## src/rtl/MCPkg.sv

```systemverilog
// State type and encodings of the GBT link supervisor FSM, shared with
// software-visible status decoding.
package MCPkg;

  typedef enum logic [2:0] {
    DISABLED  = 3'd0,
    GEN_RESET = 3'd1,
    WAIT_TX   = 3'd2,
    RX_RESET  = 3'd3,
    WAIT_RX   = 3'd4,
    LINK_UP   = 3'd5,
    BACKOFF   = 3'd6
  } t_gbt_sup_state;

endpackage

```

## src/rtl/gbt_link_supervisor_pkg.sv

```systemverilog
// Shared widths and saturating-counter helpers for the GBT link supervisor.
package gbt_link_supervisor_pkg;

  localparam int TIMER_W = 24;

  function automatic logic [7:0] sat_inc8(input logic [7:0] v);
    return (v == 8'hFF) ? v : v + 8'd1;
  endfunction

  function automatic logic [15:0] sat_inc16(input logic [15:0] v);
    return (v == 16'hFFFF) ? v : v + 16'd1;
  endfunction

endpackage

```

## src/rtl/gbt_link_supervisor_if.sv

```systemverilog
// Raw and filtered SFP loss-of-signal pair passed between the supervisor
// and its LOS filter.
interface gbt_link_supervisor_if;
  logic los_raw;
  logic los_f;

  modport master (output los_raw, input los_f);
  modport slave  (input los_raw, output los_f);
endinterface

```

## src/rtl/gbt_link_supervisor_los_filter.sv

```systemverilog
// Synchronises the asynchronous SFP LOS and debounces it: the filtered level
// flips only after G_LOS_FILTER consecutive samples at the opposite level.
module gbt_los_filter #(
  parameter int G_LOS_FILTER = 16
) (
  input  logic                  clk_ik,
  input  logic                  rst_ir,
  gbt_link_supervisor_if.slave  los_bus
);

  localparam int CW = $clog2(G_LOS_FILTER + 1);

  logic [1:0]    sync_r;
  logic [CW-1:0] cnt_r;
  logic          los_f_r;

  // Two-flop synchroniser; resets to "loss" so the link stays down until proven.
  always_ff @(posedge clk_ik or posedge rst_ir) begin
    if (rst_ir) begin
      sync_r <= 2'b11;
    end else begin
      sync_r <= {sync_r[0], los_bus.los_raw};
    end
  end

  // Run-length counter of samples disagreeing with the current filtered level.
  always_ff @(posedge clk_ik or posedge rst_ir) begin
    if (rst_ir) begin
      cnt_r   <= {CW{1'b0}};
      los_f_r <= 1'b1;
    end else if (sync_r[1] == los_f_r) begin
      cnt_r   <= {CW{1'b0}};
    end else if (cnt_r == CW'(G_LOS_FILTER - 1)) begin
      cnt_r   <= {CW{1'b0}};
      los_f_r <= ~los_f_r;
    end else begin
      cnt_r   <= cnt_r + CW'(1);
    end
  end

  assign los_bus.los_f = los_f_r;

endmodule

```

## src/rtl/gbt_link_supervisor.sv

```systemverilog
// GBT link bring-up supervisor: sequences bank resets, watches TX/RX ready,
// LOS and RX error rate, and retries with a back-off after failures.
module gbt_link_supervisor
  import MCPkg::*;
  import gbt_link_supervisor_pkg::*;
#(
  parameter int G_RESET_CYCLES  = 40,
  parameter int G_TX_TIMEOUT    = 4_000_000,
  parameter int G_RX_TIMEOUT    = 4_000_000,
  parameter int G_BACKOFF       = 400_000,
  parameter int G_LOS_FILTER    = 16,
  parameter int G_ERR_THRESHOLD = 8,
  parameter int G_ERR_WINDOW    = 40_000
) (
  input  logic        clk_ik,
  input  logic        rst_ir,
  input  logic        enable_i,
  input  logic        sfp_los_i,
  input  logic        gbttx_ready_i,
  input  logic        gbtrx_ready_i,
  input  logic        link_ready_i,
  input  logic        rx_errordetected_i,
  input  logic        clr_cnt_i,
  output logic        general_reset_o,
  output logic        manual_reset_rx_o,
  output logic        sfp_txdisable_o,
  output logic        link_up_o,
  output logic [2:0]  state_o,
  output logic [7:0]  retry_cnt_o,
  output logic [15:0] error_cnt_o
);

  t_gbt_sup_state     state_r, state_n;
  logic [TIMER_W-1:0] timer_r, timer_n;
  logic [15:0]        win_r, win_n, win_sum_s;
  logic [7:0]         retry_n;
  logic [15:0]        errc_n;
  logic               los_f_s, tmo_s, err_s, err_hit_s, retry_inc_s;

  gbt_link_supervisor_if los_bus ();
  assign los_bus.los_raw = sfp_los_i;
  assign los_f_s         = los_bus.los_f;

  gbt_los_filter #(.G_LOS_FILTER(G_LOS_FILTER)) u_los_filter (
    .clk_ik  (clk_ik),
    .rst_ir  (rst_ir),
    .los_bus (los_bus)
  );

  // In LINK_UP the shared timer paces the error window instead of a timeout.
  function automatic logic [TIMER_W-1:0] reload(input t_gbt_sup_state s);
    logic [TIMER_W-1:0] v;
    case (s)
      GEN_RESET, RX_RESET: v = TIMER_W'(G_RESET_CYCLES - 1);
      WAIT_TX:             v = TIMER_W'(G_TX_TIMEOUT - 1);
      WAIT_RX:             v = TIMER_W'(G_RX_TIMEOUT - 1);
      LINK_UP:             v = TIMER_W'(G_ERR_WINDOW - 1);
      BACKOFF:             v = TIMER_W'(G_BACKOFF - 1);
      default:             v = {TIMER_W{1'b0}};
    endcase
    return v;
  endfunction

  // Next state, shared timer, error window and counter updates.
  always_comb begin
    state_n   = state_r;
    tmo_s     = (timer_r == {TIMER_W{1'b0}});
    err_s     = (state_r == LINK_UP) && rx_errordetected_i;
    win_sum_s = win_r + {15'd0, err_s};
    err_hit_s = (win_sum_s >= 16'(G_ERR_THRESHOLD));

    if (!enable_i) begin
      state_n = DISABLED;
    end else begin
      case (state_r)
        DISABLED:  if (!los_f_s) state_n = GEN_RESET; else state_n = DISABLED;
        GEN_RESET: if (los_f_s) state_n = BACKOFF;
                   else if (tmo_s) state_n = WAIT_TX;
                   else state_n = GEN_RESET;
        WAIT_TX:   if (los_f_s || tmo_s) state_n = BACKOFF;
                   else if (gbttx_ready_i) state_n = RX_RESET;
                   else state_n = WAIT_TX;
        RX_RESET:  if (los_f_s) state_n = BACKOFF;
                   else if (tmo_s) state_n = WAIT_RX;
                   else state_n = RX_RESET;
        WAIT_RX:   if (los_f_s || tmo_s) state_n = BACKOFF;
                   else if (gbtrx_ready_i && link_ready_i) state_n = LINK_UP;
                   else state_n = WAIT_RX;
        LINK_UP:   if (los_f_s) state_n = BACKOFF;
                   else if (!gbtrx_ready_i || err_hit_s) state_n = RX_RESET;
                   else state_n = LINK_UP;
        BACKOFF:   if (tmo_s) state_n = GEN_RESET; else state_n = BACKOFF;
        default:   state_n = DISABLED;
      endcase
    end

    if (state_n != state_r) begin
      timer_n = reload(state_n);
    end else if (tmo_s && (state_r == LINK_UP)) begin
      timer_n = reload(LINK_UP);
    end else if (tmo_s) begin
      timer_n = timer_r;
    end else begin
      timer_n = timer_r - TIMER_W'(1);
    end

    if ((state_n != LINK_UP) || tmo_s) begin
      win_n = 16'd0;
    end else begin
      win_n = win_sum_s;
    end

    retry_inc_s = ((state_n == BACKOFF) && (state_r != BACKOFF)) ||
                  ((state_r == LINK_UP) && (state_n == RX_RESET));

    if (clr_cnt_i) begin
      retry_n = 8'd0;
      errc_n  = 16'd0;
    end else begin
      retry_n = retry_inc_s ? sat_inc8(retry_cnt_o) : retry_cnt_o;
      errc_n  = err_s ? sat_inc16(error_cnt_o) : error_cnt_o;
    end
  end

  // FSM state, shared timer and error window registers.
  always_ff @(posedge clk_ik or posedge rst_ir) begin
    if (rst_ir) begin
      state_r <= DISABLED;
      timer_r <= {TIMER_W{1'b0}};
      win_r   <= 16'd0;
    end else begin
      state_r <= state_n;
      timer_r <= timer_n;
      win_r   <= win_n;
    end
  end

  // Outputs decoded from the next state so they are valid in a state's first cycle.
  always_ff @(posedge clk_ik or posedge rst_ir) begin
    if (rst_ir) begin
      general_reset_o   <= 1'b1;
      manual_reset_rx_o <= 1'b0;
      sfp_txdisable_o   <= 1'b1;
      link_up_o         <= 1'b0;
      retry_cnt_o       <= 8'd0;
      error_cnt_o       <= 16'd0;
    end else begin
      general_reset_o   <= (state_n == DISABLED) || (state_n == GEN_RESET);
      manual_reset_rx_o <= (state_n == RX_RESET);
      sfp_txdisable_o   <= (state_n == DISABLED);
      link_up_o         <= (state_n == LINK_UP);
      retry_cnt_o       <= retry_n;
      error_cnt_o       <= errc_n;
    end
  end

  assign state_o = state_r;

endmodule

```

## config.mk

```make
export PLATFORM = sky130hd
export DESIGN_NAME = gbt_link_supervisor
export DESIGN_NICKNAME = d
export VERILOG_FILES = /design/src/rtl/MCPkg.sv /design/src/rtl/gbt_link_supervisor_pkg.sv /design/src/rtl/gbt_link_supervisor_if.sv /design/src/rtl/gbt_link_supervisor_los_filter.sv /design/src/rtl/gbt_link_supervisor.sv
export SDC_FILE = /design/constraint.sdc
export NUM_CORES = 1
export LEC_CHECK = 0
export ABC_CLOCK_PERIOD_IN_PS = 6800
export CAP_MARGIN = 5
export CORE_ASPECT_RATIO = 1.2
export CORE_UTILIZATION = 40
export DETAILED_ROUTE_END_ITERATION = 8
export PLACE_DENSITY = 0.58
export SYNTH_ARGS = -nofsm -noshare
export SYNTH_HDL_FRONTEND = slang
export SYNTH_SLANG_ARGS = --single-unit
```

## constraint.sdc

```tcl
create_clock -name clk_ik -period 6.8 [get_ports clk_ik]
set_clock_uncertainty 0.1 [all_clocks]
set_input_delay 1.7 -clock clk_ik [delete_from_list [all_inputs] [get_ports clk_ik]]
set_output_delay 1.7 -clock clk_ik [all_outputs]
set_load 0.02 [all_outputs]
```

### Sequential cells grouped by signal name, run 1

Bar = 20 um. Other sequential cells in the stronger gray, the rest of the logic in the fainter gray.
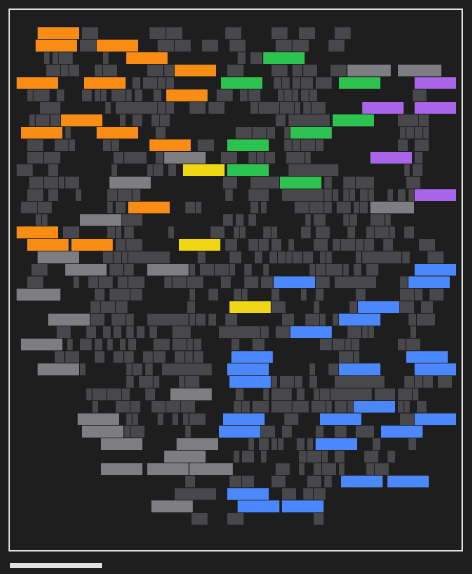
color	name in the netlist	flops
blue	timer_r	24
orange	error_cnt_o	16
purple	u_los_filter.cnt_r	5
yellow	state_o	3
green	retry_cnt_o	8
seq pwr: 0.000609 W
Register Area: 0.00198 mm2
Final Util: 0.497

### Placed standard cells, run 1

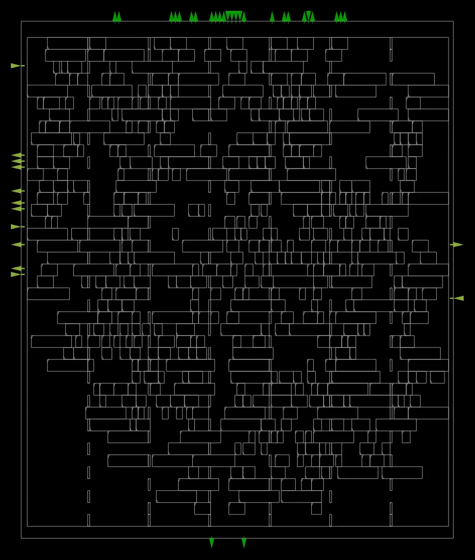
Core Area: 0.0107 mm2
seq_cells: 79
row count: 41
# Taps: 129

==> results_slide.txt, run 1 <==
Key Metrics from the Run

Run status
  – Outcome: finished clean

Placement
  – Port buffer count: 39
  – Global placement routability congestion: 0.860

Synth
  – # Cells Yosys: 487
  – Ys async rst share: 1.00
  – Synth flops: 79
  – Synthesized net count: 503
  – Synth warn: 0
  – Distinct lib cells: 63
  – Post-synth EDFFs: 0

Critical path
  – Kind of critical path: in2reg
  – CP arrival: 5.19 ns
  – R2r startpoint: state_o[2]
  – Crit path from: rx_errordetected_i
  – Crit end category: register

Power and ir drop
  – Max IR drop VDD: 0.130 mV

Hold path
  – HP Class: reg2reg

Routing
  – Drt initial violations: 165

Global routing
  – Vias in the first global route: 3,636
  – Global-route wire length before repair: 18,000 um

Cells and area
  – Synth-to-Final Area Change: 19.0%
  – Proportion of layout cells with a drive suffix above 1: 0.0699
  – Comb gate area: 0.00239 mm2

Clocking
  – Root buffer cell: clkbuf_16
  – Clk ins delay skew pair: 0.34 ns
### Routed metal per tile, run 1

The die is cut into 20 by 24 equal tiles; dark blue is low, red is high, scaled to the fullest tile. Values are wire area over tile area, all layers added.
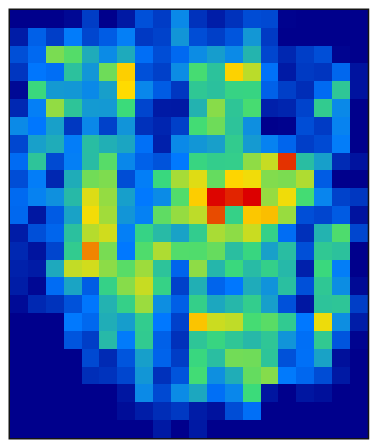
nearly empty tiles	18%
densest ninth of the die	middle
mean over tiles	0.14
tiles over half the peak	17%
fullest tile	0.52
Via Count: 3,745
gr usage total: 0.196
DR WL/cell: 16.4 um
Detailed Route WL: 10,800 um

### Cells by drive strength, run 1

Bar = 20 um.
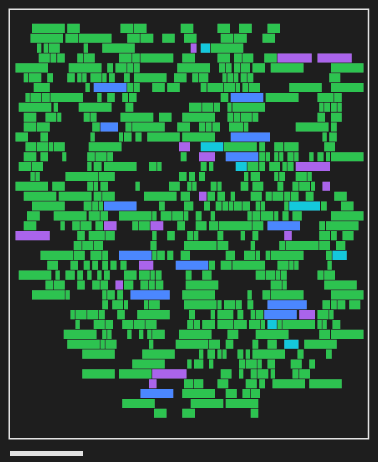
color	size	cells	share	most used
blue	drive 6 and up	13	2.5%	clkbuf_16
cyan	drive 3 to 4	7	1.3%	or4_4
green	drive 1 or less	492	93%	dfrtp_1
purple	drive 2	17	3.2%	dfstp_2
Final WS setup: 1.77 ns
design area: 0.00533 mm2

run 1: area by class of cell:
type / count / share of cell area
Clock inverter: 5 / 0.0200
Clock buffer: 11 / 0.0455
Tap cell: 129 / 0.0303
Multi-Input combinational cell: 382 / 0.449
Sequential cell: 79 / 0.372
Inverter: 12 / 0.00869
Timing Repair Buffer: 40 / 0.0746
run 1: per-layer routing:
metal / vias up / track usage / part of all wire
li1: 1845 / - / -
met1: 1835 / 0.248 / 0.45
met2: 51 / 0.330 / 0.50
met3: 14 / 0.0350 / 0.029
met4: 0 / 0.0793 / 0.018
met5: - / 0 / 0
run 1: report_power, final:
part / internal (W) / switching (W)
Clock: 0.000369 / 0.000195
Sequential: 0.000533 / 0.0000761
Combinational: 0.000174 / 0.000256
run 1: worst min-delay path by stage:
stage	from	to	slack, ns
floorplan	u_los_filter.sync_r[0]	u_los_filter.sync_r[1]	0.25
global placement	u_los_filter.sync_r[0]	u_los_filter.sync_r[1]	0.25
detailed placement	u_los_filter.sync_r[0]	u_los_filter.sync_r[1]	0.25
CTS	u_los_filter.sync_r[0]	u_los_filter.sync_r[1]	0.26
global route	u_los_filter.sync_r[0]	u_los_filter.sync_r[1]	0.26
finish	u_los_filter.sync_r[0]	u_los_filter.sync_r[1]	0.26
run 1: cell usage in the layout, fill, tap and decap left out, drive strengths merged, types with 11 or more instances in the layout:
master         instances
nor2                  59
o21ai                 32
clkbuf                11
nor3                  23
nand3                 26
nand2                 34
and2                  11
xor2                  24
and3                  13
clkdlybuf4s50         39
dfrtp                 74
inv                   11
a21oi                 21
xnor2                 24
run 1: kinds of logic after synthesis:
| logic type | Yosys count | share of synthesized area |
|---|---|---|
| muxes | 7 | 0.0162 |
| xor gates and xnor gates | 48 | 0.0938 |
| DFF | 79 | 0.443 |
| adders and majority gates | 7 | 0.0195 |
| buffers and inverters | 26 | 0.0235 |
| and+or+nand+nor | 223 | 0.261 |
| AOI/OAI and AO/OA | 97 | 0.144 |
run 1: metrics by stage:
step / power (W) / util / hold slack (ns) / worst slack, ns / cells
floorplan: 0.000926 / - / 0.245 / 2.38 / 487
global placement: 0.00104 / 0.465 / 0.247 / 1.55 / 642
detailed placement: 0.00104 / 0.465 / 0.248 / 1.43 / 642
CTS: 0.00162 / 0.497 / 0.256 / 1.77 / 658
global route: 0.00169 / 0.497 / 0.265 / 1.43 / 658
finish: 0.00160 / 0.497 / 0.256 / 1.77 / 658
run 1: registers in the layout (all words and copies together) (netlist names):
name and flops:
retry_cnt_o 8, u_los_filter.cnt_r 5, u_los_filter.los_bus.los_f 1, error_cnt_o 16
timer_r 24, manual_reset_rx_o 1, state_o 3, u_los_filter.sync_r 2
sfp_txdisable_o 1, win_r 16, link_up_o 1, general_reset_o 1
run 1: worst max-delay path, delay by kind of cell:
family,cells,cell delay [ns]
fa+ha+maj,2,0.48
buf+inv,2,0.55
simple gates,5,1.33
mux,1,0.24
compound gates,3,0.86
### Clock distribution, run 1

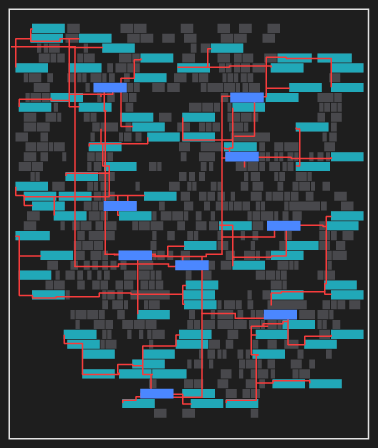

==> run 2: changes to the inputs <==
--- a/config.mk
+++ b/config.mk
@@ -5,12 +5,12 @@
 export SDC_FILE = /design/constraint.sdc
 export NUM_CORES = 1
 export LEC_CHECK = 0
-export ABC_CLOCK_PERIOD_IN_PS = 6800
+export ABC_CLOCK_PERIOD_IN_PS = 4250
 export CAP_MARGIN = 5
 export CORE_ASPECT_RATIO = 1.2
 export CORE_UTILIZATION = 40
 export DETAILED_ROUTE_END_ITERATION = 8
-export PLACE_DENSITY = 0.58
+export PLACE_DENSITY = 0.6
 export SYNTH_ARGS = -nofsm -noshare
 export SYNTH_HDL_FRONTEND = slang
 export SYNTH_SLANG_ARGS = --single-unit
==> constraint.sdc (replaced) <==
create_clock -name clk_ik -period 4.25 [get_ports clk_ik]
set_clock_uncertainty 0.1 [all_clocks]
set_input_delay 1.0625 -clock clk_ik [delete_from_list [all_inputs] [get_ports clk_ik]]
set_output_delay 1.0625 -clock clk_ik [all_outputs]
set_load 0.02 [all_outputs]
### Clock distribution, run 2

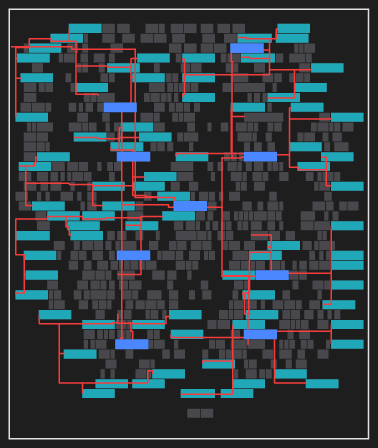
[red] clock wires | length: 1,100 um
[cyan] flip-flops | count: 79
[blue] cells driving clock nets | count: 9
routed clock nets	10
clk ins delay skew pair: 0.34 ns
clock network fraction of total power: 0.331
Power Clock: 0.000838 W

==> results_slide.txt, run 2 <==
Key Metrics from the Run

Global routing
  – GR Util met1: 0.238 (-0.00969)
  – Global-route met3 utilization: 0.0303 (-0.00475)
  – Global-route wire length before repair: 18,200 um (+0.88%)
  – GR peak layer: met2
  – Vias in the first global route: 3,805 (+4.6%)

Synth
  – Synth flops: 79 (unchanged)
  – Synthesized net count: 503 (unchanged)
  – Post-synth EDFFs: 0 (unchanged)
  – # Cells Yosys: 487 (unchanged)
  – Distinct lib cells: 63 (unchanged)

STA
  – Hold_ws: 0.263 ns (+0.00696 ns)

Routing
  – Via Count: 3,849 (+2.8%)
  – Drt initial violations: 146 (-12%)

Hold path
  – HP Class: reg2reg

Cells and area
  – Proportion of layout cells with a drive suffix above 1: 0.125 (+0.0555)
  – Comb gate area: 0.00241 mm2 (+0.78%)
  – Non-Filler Instances: 687 (+4.4%)
  – Max reg flops: 24 (unchanged)
  – Final Util: 0.517 (+0.0202)

Power and ir drop
  – Tot Pwr: 0.00253 W (+58%)

Placement
  – Dpl ws: -0.188 ns (-1.62 ns)

Run status
  – Outcome: finished clean

Critical path
  – CP arrival: 4.10 ns (-1.09 ns)
==> run 2: cell types whose count changed in the layout (fill, tap and decap cells not counted) <==
cell,change
o41ai_2,+1
clkinv_4,-1
clkinvlp_4,-1
a211oi_2,+1
o41ai_1,-1
bufinv_16,-2
clkbuf_1,-1
buf_4,+29
nor4_2,+1
clkbuf_8,+4
clkinv_2,+1
nor4_1,-1
a211oi_1,-1
==> run 2: worst paths after layout <==
check,from,to,cells past startpoint
worst min register to register,u_los_filter.sync_r[0],u_los_filter.sync_r[1],0
worst min-delay path,u_los_filter.sync_r[0],u_los_filter.sync_r[1],0
min in group asynchronous,rst_ir,error_cnt_o[12],2
max in group asynchronous,rst_ir,timer_r[19],3
worst max register to register,timer_r[0],retry_cnt_o[5],10
worst max-delay path,rx_errordetected_i,retry_cnt_o[5],15
==> run 2: worst register-to-register path, delay by kind of cell, from the launching register on <==
family	cells	cell delay (ns)
and+or+nand+nor	5	1.95
DFF	1	0.39
muxes	1	0.34
buffers and inverters	1	0.12
adders and majority gates	1	0.16
AOI/OAI and AO/OA	2	0.65
==> run 2: layout make-up <==
class | count | share of cell area
sequential | 79 | 0.358
inverter | 12 | 0.00835
timing repair buffer | 69 | 0.111
multi-input combinational | 382 | 0.435
clock inverter | 2 | 0.00632
tap | 129 | 0.0291
clock buffer | 14 | 0.0530
==> run 2: routing by layer <==
| metal | wire (um) | up-vias |
|---|---|---|
| met5 | 0 | - |
| met4 | 294 | 0 |
| met3 | 319 | 27 |
| met2 | 5520 | 77 |
| met1 | 4840 | 1854 |
| li1 | - | 1891 |
==> run 2: what timing repair did <==
item | 4_1_cts | 5_1_grt
endpoints found under the setup margin | 0 | 20
gates resized | 0 | 3
buffers inserted | 0 | 0
==> run 2: through the flow <==
stage                     TNS [ns]  area (um2)
after floorplan                  0        4480
after global placement      -0.204        5200
after detailed placement     -2.06        5200
after CTS                        0        5530
after global routing             0        5550
final                            0        5550
==> run 2: power by group <==
part	switching (W)	internal, W
combinational	0.000427	0.000311
clock	0.000304	0.000534
sequential	0.000102	0.000853
==> run 2: kinds of logic (layout without fill, tap and decap cells) <==
kind of cell	Yosys count	count (layout)	share of synthesized area
AND-OR/OR-AND	97	97	0.144
XOR/XNOR	48	48	0.0938
adder cells (fa/ha/maj)	7	7	0.0195
buffers and inverters	26	97	0.0235
flip-flops	79	79	0.443
multiplexers	7	7	0.0162
AND/OR/NAND/NOR	223	223	0.261
==> run 3: changes to the inputs <==
--- a/config.mk
+++ b/config.mk
@@ -10,6 +10,7 @@
 export CORE_ASPECT_RATIO = 1.2
 export CORE_UTILIZATION = 40
 export DETAILED_ROUTE_END_ITERATION = 8
+export HOLD_SLACK_MARGIN = 0.03
 export PLACE_DENSITY = 0.6
 export SYNTH_ARGS = -nofsm -noshare
 export SYNTH_HDL_FRONTEND = slang
### Cells by drive strength, run 3

Bar = 20 um.
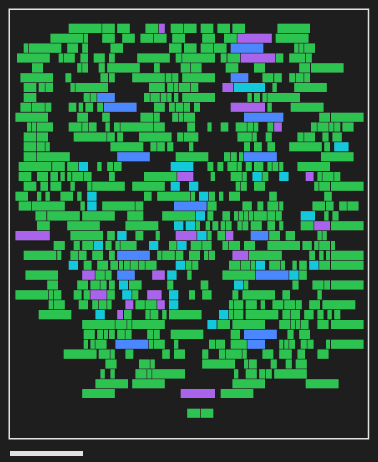
color	size	cells	share	most used
blue	drive 6 and up	15	2.7%	clkbuf_16
purple	drive 2	21	3.8%	dfstp_2
cyan	drive 3 to 4	34	6.1%	buf_4
green	drive 1 or less	488	87%	dfrtp_1
Final WS setup: 0.268 ns
design area: 0.00555 mm2
Non-Clock Buffer Count: 69

==> results_slide.txt, run 3 <==
Key Metrics from the Run

Run status
  – Outcome: finished clean

Floorplanning
  – Row count: 41

Hold path
  – HP Class: reg2reg
  – Hold path depth: 0 (unchanged)

Power and ir drop
  – Tot Pwr: 0.00253 W (unchanged)

Clocking
  – Clk slew on worst S/H paths: 0.06 ns
  – Post-CTS Setup Bufs: 0 (unchanged)
  – Clock net sink count: 79
  – Clk ins delay skew pair: 0.34 ns (about the same)
  – CTS Buffer Depth: 2

Synth
  – # Cells Yosys: 487 (unchanged)
  – Yosys top cell by area: dfrtp_1
  – Synth flops: 79 (unchanged)
  – Distinct lib cells: 63 (unchanged)
  – Post-synth EDFFs: 0 (unchanged)
  – Synthesized net count: 503 (unchanged)

STA
  – Slew @ Worst Pin: 0.988 ns
  – Fin Setup TNS: 0 ns (unchanged)
  – Final period utilization: 0.937

Routing
  – DRC viols: 0
  – Drt initial violations: 146 (unchanged)
  – Via Count: 3,849 (unchanged)

Global routing
  – Vias in the first global route: 3,805 (unchanged)
  – Largest net degree at the start of global routing: 57
  – Global-route wire length before repair: 18,200 um (unchanged)

Cells and area
  – Non-Filler Instances: 687 (unchanged)
  – Max reg flops: 24 (unchanged)

Critical path
  – CP arrival: 4.10 ns (about the same)
==> run 3: worst paths after layout <==
kind                                          end  slack [ns]                   start
max                                retry_cnt_o[5]        0.27      rx_errordetected_i
min                        u_los_filter.sync_r[1]        0.26  u_los_filter.sync_r[0]
max reg2reg                        retry_cnt_o[5]        0.42              timer_r[0]
min reg2reg                u_los_filter.sync_r[1]        0.26  u_los_filter.sync_r[0]
max in group asynchronous             timer_r[19]        2.05                  rst_ir
min in group asynchronous         error_cnt_o[12]        1.15                  rst_ir
==> run 3: kinds of logic (layout without fill, tap and decap cells) <==
group | Yosys count | after routing | synth area share
AND/OR/NAND/NOR | 223 | 223 | 0.261
AND-OR/OR-AND | 97 | 97 | 0.144
flip-flops | 79 | 79 | 0.443
XOR/XNOR | 48 | 48 | 0.0938
buffers and inverters | 26 | 97 | 0.0235
adder cells (fa/ha/maj) | 7 | 7 | 0.0195
multiplexers | 7 | 7 | 0.0162
==> run 3: area by class of cell <==
class | instances | area, um2 | area share
multi-input combinational | 382 | 2410 | 0.435
sequential | 79 | 1980 | 0.358
timing repair buffer | 69 | 616 | 0.111
clock buffer | 14 | 294 | 0.0530
tap | 129 | 161 | 0.0291
inverter | 12 | 46.3 | 0.00835
clock inverter | 2 | 35.0 | 0.00632
==> run 3: timing repair <==
action                                  CTS  global route
endpoints found under the setup margin    0            20
resized                                   0             3
hold buffers                              0             0
==> run 3: critical path: stages <==
cell	delay, ns
clkdlybuf4s50_1	0.45
nand2_1	0.06
inv_1	0.08
ha_1	0.17
ha_1	0.20
and4_1	0.24
a21boi_0	0.13
nor4_2	0.37
nand3_1	0.15
buf_4	0.16
o41ai_2	0.29
buf_4	0.17
o22a_4	0.16
nor3_1	0.06
mux2_1	0.33
==> run 3: per-stage QoR <==
step / setup WS [ns] / cell area [um2] / utilization
2_1_floorplan: 0.470 / 4480 / -
3_5_place_dp: -0.188 / 5200 / 0.485
4_1_cts: 0.141 / 5530 / 0.516
5_1_grt: 0.00816 / 5550 / 0.517
6_report: 0.268 / 5550 / 0.517
3_3_place_gp: -0.0985 / 5200 / 0.485
==> run 3: where the power goes <==
group          internal (W)  switching, W
Combinational      0.000311      0.000427
Sequential         0.000853      0.000102
Clock              0.000534      0.000304
Total               0.00170      0.000832
==> run 3: routing by layer <==
| metal | share of wire | vias to the layer above | global-route usage |
|---|---|---|---|
| met5 | 0 | - | 0 |
| met4 | 0.027 | 0 | 0.102 |
| met2 | 0.50 | 77 | 0.337 |
| met3 | 0.029 | 27 | 0.0303 |
| li1 | - | 1891 | - |
| met1 | 0.44 | 1854 | 0.238 |
No activity file was given, so power comes from the tool's default toggle rates.
